<file path="config.mk">
export PLATFORM = sky130hd
export DESIGN_NAME = health_shield_tracker
export DESIGN_NICKNAME = d
export VERILOG_FILES = /design/src/rtl/health_shield_tracker_pkg.sv /design/src/rtl/health_shield_tracker_player_vitals.sv /design/src/rtl/health_shield_tracker.sv
export SDC_FILE = /design/constraint.sdc
export NUM_CORES = 1
export LEC_CHECK = 0
export CORE_ASPECT_RATIO = 1.2
export CORE_MARGIN = 2
export CORE_UTILIZATION = 64
export CTS_BUF_LIST = sky130_fd_sc_hd__clkbuf_8
export CTS_CLUSTER_DIAMETER = 120
export DETAILED_ROUTE_END_ITERATION = 7
export GPL_TIMING_DRIVEN = 0
export PLACE_DENSITY = 0.95
export SLEW_MARGIN = 10
export SYNTH_ARGS = -nofsm -noshare
export SYNTH_HDL_FRONTEND = slang
export SYNTH_SLANG_ARGS = --single-unit
</file>
<file path="constraint.sdc">
create_clock -name clk -period 3 [get_ports clk]
set_input_delay 0.6 -clock clk [delete_from_list [all_inputs] [get_ports clk]]
set_output_delay 0.6 -clock clk [all_outputs]
set_load 0.005 [all_outputs]
</file>
<file path="src/rtl/health_shield_tracker_pkg.sv">
// Shared definitions for the health/shield tracker: level widths, round FSM
// encoding, default tuning values and the saturating level arithmetic.
package health_shield_tracker_pkg;

  localparam int LVL_W = 4;
  localparam int CNT_W = 6;

  localparam int DEF_MAX_HEALTH   = 15;
  localparam int DEF_MAX_SHIELD   = 15;
  localparam int DEF_HIT_DAMAGE   = 2;
  localparam int DEF_SHIELD_COST  = 3;
  localparam int DEF_IFRAME_TICKS = 30;
  localparam int DEF_REGEN_TICKS  = 60;

  localparam logic [1:0] ST_IDLE  = 2'd0;
  localparam logic [1:0] ST_FIGHT = 2'd1;
  localparam logic [1:0] ST_KO    = 2'd2;

  typedef struct packed {
    logic [LVL_W-1:0] health;
    logic [LVL_W-1:0] shield;
  } vitals_t;

  // One extra bit catches the borrow so a level clamps at 0 instead of wrapping.
  function automatic logic [LVL_W-1:0] sat_sub(input logic [LVL_W-1:0] a,
                                               input logic [LVL_W-1:0] b);
    logic [LVL_W:0] d;
    d = {1'b0, a} - {1'b0, b};
    return d[LVL_W] ? '0 : d[LVL_W-1:0];
  endfunction

endpackage

</file>
<file path="src/rtl/health_shield_tracker_player_vitals.sv">
// Per-player health/shield state: hit and block resolution, invincibility
// frames and frame-timed shield regeneration.
module player_vitals
  import health_shield_tracker_pkg::*;
#(
  parameter int MAX_HEALTH   = DEF_MAX_HEALTH,
  parameter int MAX_SHIELD   = DEF_MAX_SHIELD,
  parameter int HIT_DAMAGE   = DEF_HIT_DAMAGE,
  parameter int SHIELD_COST  = DEF_SHIELD_COST,
  parameter int IFRAME_TICKS = DEF_IFRAME_TICKS,
  parameter int REGEN_TICKS  = DEF_REGEN_TICKS
) (
  input  logic             clk,
  input  logic             rst_n,
  input  logic             load,
  input  logic             active,
  input  logic             frame_tick,
  input  logic             hit,
  input  logic             blocking,
  output logic [LVL_W-1:0] health,
  output logic [LVL_W-1:0] shield,
  output logic             zero_health
);

  logic [LVL_W-1:0] health_q, health_d, shield_q, shield_d;
  logic [CNT_W-1:0] iframe_q, iframe_d, regen_q, regen_d;
  logic             accept;

  always_comb begin
    health_d = health_q;
    shield_d = shield_q;
    iframe_d = iframe_q;
    regen_d  = regen_q;
    accept   = hit && (iframe_q == '0);
    if (load) begin
      health_d = LVL_W'(MAX_HEALTH);
      shield_d = LVL_W'(MAX_SHIELD);
      iframe_d = '0;
      regen_d  = '0;
    end else if (active) begin
      if (accept) begin
        // An accepted hit swallows a coincident tick: iframe reloads, regen restarts.
        iframe_d = CNT_W'(IFRAME_TICKS);
        regen_d  = '0;
        if (blocking && (shield_q >= LVL_W'(SHIELD_COST))) begin
          shield_d = shield_q - LVL_W'(SHIELD_COST);
        end else begin
          if (blocking) shield_d = '0;
          health_d = sat_sub(health_q, LVL_W'(HIT_DAMAGE));
        end
      end else if (frame_tick) begin
        if (iframe_q != '0) iframe_d = iframe_q - CNT_W'(1);
        if (blocking || (shield_q == LVL_W'(MAX_SHIELD))) begin
          regen_d = '0;
        end else if (regen_q == CNT_W'(REGEN_TICKS - 1)) begin
          shield_d = shield_q + LVL_W'(1);
          regen_d  = '0;
        end else begin
          regen_d = regen_q + CNT_W'(1);
        end
      end
    end
  end

  always_ff @(posedge clk or negedge rst_n) begin
    if (!rst_n) begin
      health_q <= LVL_W'(MAX_HEALTH);
      shield_q <= LVL_W'(MAX_SHIELD);
      iframe_q <= '0;
      regen_q  <= '0;
    end else begin
      health_q <= health_d;
      shield_q <= shield_d;
      iframe_q <= iframe_d;
      regen_q  <= regen_d;
    end
  end

  assign health = health_q;
  assign shield = shield_q;
  // Looks at the next value so KO can be registered on the same edge as health.
  assign zero_health = (health_d == '0);

endmodule

</file>
<file path="src/rtl/health_shield_tracker.sv">
// Round sequencing for two players: IDLE -> FIGHT -> KO, with round_start
// reloading both players' vitals from any state.
module health_shield_tracker
  import health_shield_tracker_pkg::*;
#(
  parameter int MAX_HEALTH   = DEF_MAX_HEALTH,
  parameter int MAX_SHIELD   = DEF_MAX_SHIELD,
  parameter int HIT_DAMAGE   = DEF_HIT_DAMAGE,
  parameter int SHIELD_COST  = DEF_SHIELD_COST,
  parameter int IFRAME_TICKS = DEF_IFRAME_TICKS,
  parameter int REGEN_TICKS  = DEF_REGEN_TICKS
) (
  input  logic       clk,
  input  logic       rst_n,
  input  logic       frame_tick,
  input  logic       round_start,
  input  logic       p1_hit,
  input  logic       p1_blocking,
  input  logic       p2_hit,
  input  logic       p2_blocking,
  output logic [3:0] p1_health,
  output logic [3:0] p1_shield,
  output logic [3:0] p2_health,
  output logic [3:0] p2_shield,
  output logic [1:0] ko,
  output logic       fighting
);

  localparam int NUM_PLAYERS = 2;

  logic [1:0]                   state_q, state_d;
  logic [NUM_PLAYERS-1:0]       ko_q, ko_d;
  logic [NUM_PLAYERS-1:0]       hit, blocking, zero;
  vitals_t [NUM_PLAYERS-1:0]    vit;
  logic                         active;

  assign hit      = {p2_hit, p1_hit};
  assign blocking = {p2_blocking, p1_blocking};
  assign active   = (state_q == ST_FIGHT) && !round_start;

  for (genvar g = 0; g < NUM_PLAYERS; g++) begin : g_player
    player_vitals #(
      .MAX_HEALTH  (MAX_HEALTH),
      .MAX_SHIELD  (MAX_SHIELD),
      .HIT_DAMAGE  (HIT_DAMAGE),
      .SHIELD_COST (SHIELD_COST),
      .IFRAME_TICKS(IFRAME_TICKS),
      .REGEN_TICKS (REGEN_TICKS)
    ) u_vitals (
      .clk        (clk),
      .rst_n      (rst_n),
      .load       (round_start),
      .active     (active),
      .frame_tick (frame_tick),
      .hit        (hit[g]),
      .blocking   (blocking[g]),
      .health     (vit[g].health),
      .shield     (vit[g].shield),
      .zero_health(zero[g])
    );
  end

  always_comb begin
    state_d = state_q;
    ko_d    = ko_q;
    if (round_start) begin
      state_d = ST_FIGHT;
      ko_d    = '0;
    end else if ((state_q == ST_FIGHT) && (|zero)) begin
      state_d = ST_KO;
      ko_d    = zero;
    end
  end

  always_ff @(posedge clk or negedge rst_n) begin
    if (!rst_n) begin
      state_q <= ST_IDLE;
      ko_q    <= '0;
    end else begin
      state_q <= state_d;
      ko_q    <= ko_d;
    end
  end

  assign p1_health = vit[0].health;
  assign p1_shield = vit[0].shield;
  assign p2_health = vit[1].health;
  assign p2_shield = vit[1].shield;
  assign ko        = ko_q;
  assign fighting  = (state_q == ST_FIGHT);

endmodule

</file>
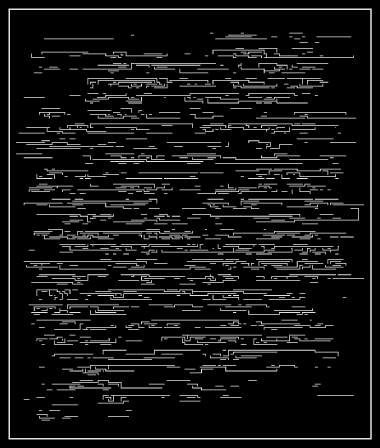
Fig. 1. Metal 1.
340 nets have wire on it. The wires run mostly horizontal. The layer holds 43% of the routed length. The layer carries 2810 µm of wire.

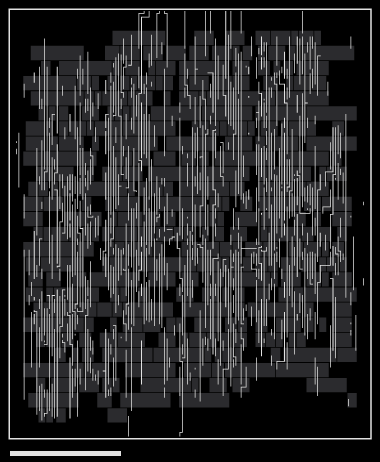
Fig. 2. The metal 2 layer.
Scale bar: 20 µm.
The wires run mostly vertical. The layer carries 3440 µm of wire. 327 nets have wire on it. The longest straight run is 33.0 µm. The layer holds 52% of the routed length.
Via Count: 2608
GRT met2 Usage: 49.3%

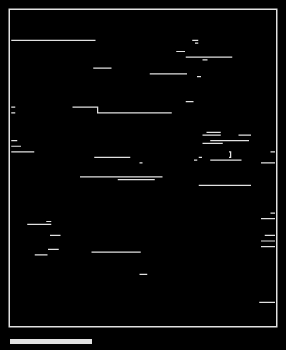
Fig. 3. Met3 routing.
Scale bar: 20 µm.
The longest straight run is 20.2 µm. 37 nets have wire on it. The wires run mostly horizontal.

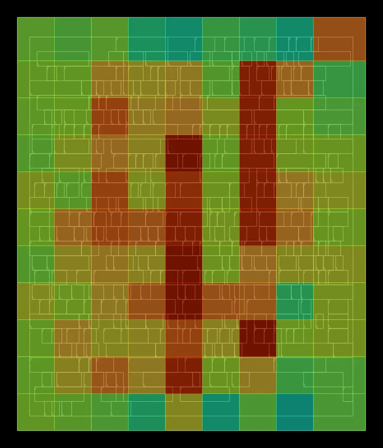
Fig. 4. Routing congestion map.
Post-Route Utilization: 77.0%
global route hottest layer: met2

==> impl_metrics.toml <==
# physical design summary
[final_timing]
final_max_slew_viol_count = 0
fin_hold_ws_ns = 0.250

[setup_path]
reg2reg_slack_ns = 0.68
crit_arrival_ns = 1.85
crit_chain = "nand2b_1 -> inv_1 -> buf_2 -> clkdlybuf4s50_1"
max_stage_delay_ns = 0.55
worstSetupPathType = "reg -> out"
endpoint = "fighting"

[floorplanning]
core-area_mm2 = 0.00426
io_pins = 27
die_area_mm2 = 0.00501
die_h_um = 77.1

[final_layout]
clkCellAreaFrac_pct = 2.86
seq_area_share_pct = 34.2
final_cell_mix = "nand2_1 (34), nor2_1 (33), a21oi_1 (28), dfrtp_1 (28), clkdlybuf4s50_1 (24)"
nClkBuffers = 6
signal_buffers = 41
nFillCells = 315
largest_class = "multi-input combinational cells"
nonClockInverterCount = 17
seq_area_mm2 = 0.00112

[place]
hpwl_um = 4800

[logic_synthesis]
simple_gate_area_share_pct = 21.0
yosys.area.top_type_share_pct = 24.6
fp_nets = 341
syn_inst = 323
synth.most_common_cell = "nand2_1"
synthArstFlopShare_pct = 100
topCellsByArea = "dfrtp_1 (25%), dfstp_2 (15%), a21oi_1 (4.9%)"
aoi_share_pct = 26.8
ys_warn_count = 0
synth_top_cell_by_area = "dfrtp_1"
synth_seq_share_pct = 39.3
edf_count = 0

[global_route]
track_usage_pct = 28.4
antenna_found_initial = 0
grt_pass1_vias = 2434

[flow_run]
tool_warnings = 28

[route]
drt_iter0_drc = 176
routed_wl_um = 6600
ant_nets = 0

[pwr]
power_leader = "combinational cells"
switching_power_uw = 1030
switching_share_pct = 41.3

[clocking]
numCtsBuffers = 5
cts_buffer_depth = 2
worst_skew_pair.late_latency_ns = 0.30

[status]
outcome = "finished, final reports clean"

[hold_path]
hp-class = "in -> async"
[state kept, by name, indices dropped and copies added (netlist names)]
signal / count
g_player.u_vitals.regen_q: 12
g_player.u_vitals.shield: 8
state_q: 2
g_player.u_vitals.iframe_q: 12
ko: 2
g_player.u_vitals.health: 8
[critical path, delay by kind of cell (launching register included)]
family | cells | cell delay, ns
buf+inv | 3 | 0.99
flops | 1 | 0.40
simple gates | 1 | 0.16
[metal layers]
| layer | up-vias | global-route usage (%) | wire length (µm) |
|---|---|---|---|
| li1 | 1264 | - | - |
| met1 | 1264 | 35.2 | 2810 |
| met2 | 68 | 49.3 | 3440 |
| met3 | 12 | 4.11 | 215 |
| met4 | 0 | 10.9 | 131 |
| met5 | - | 0 | 0 |
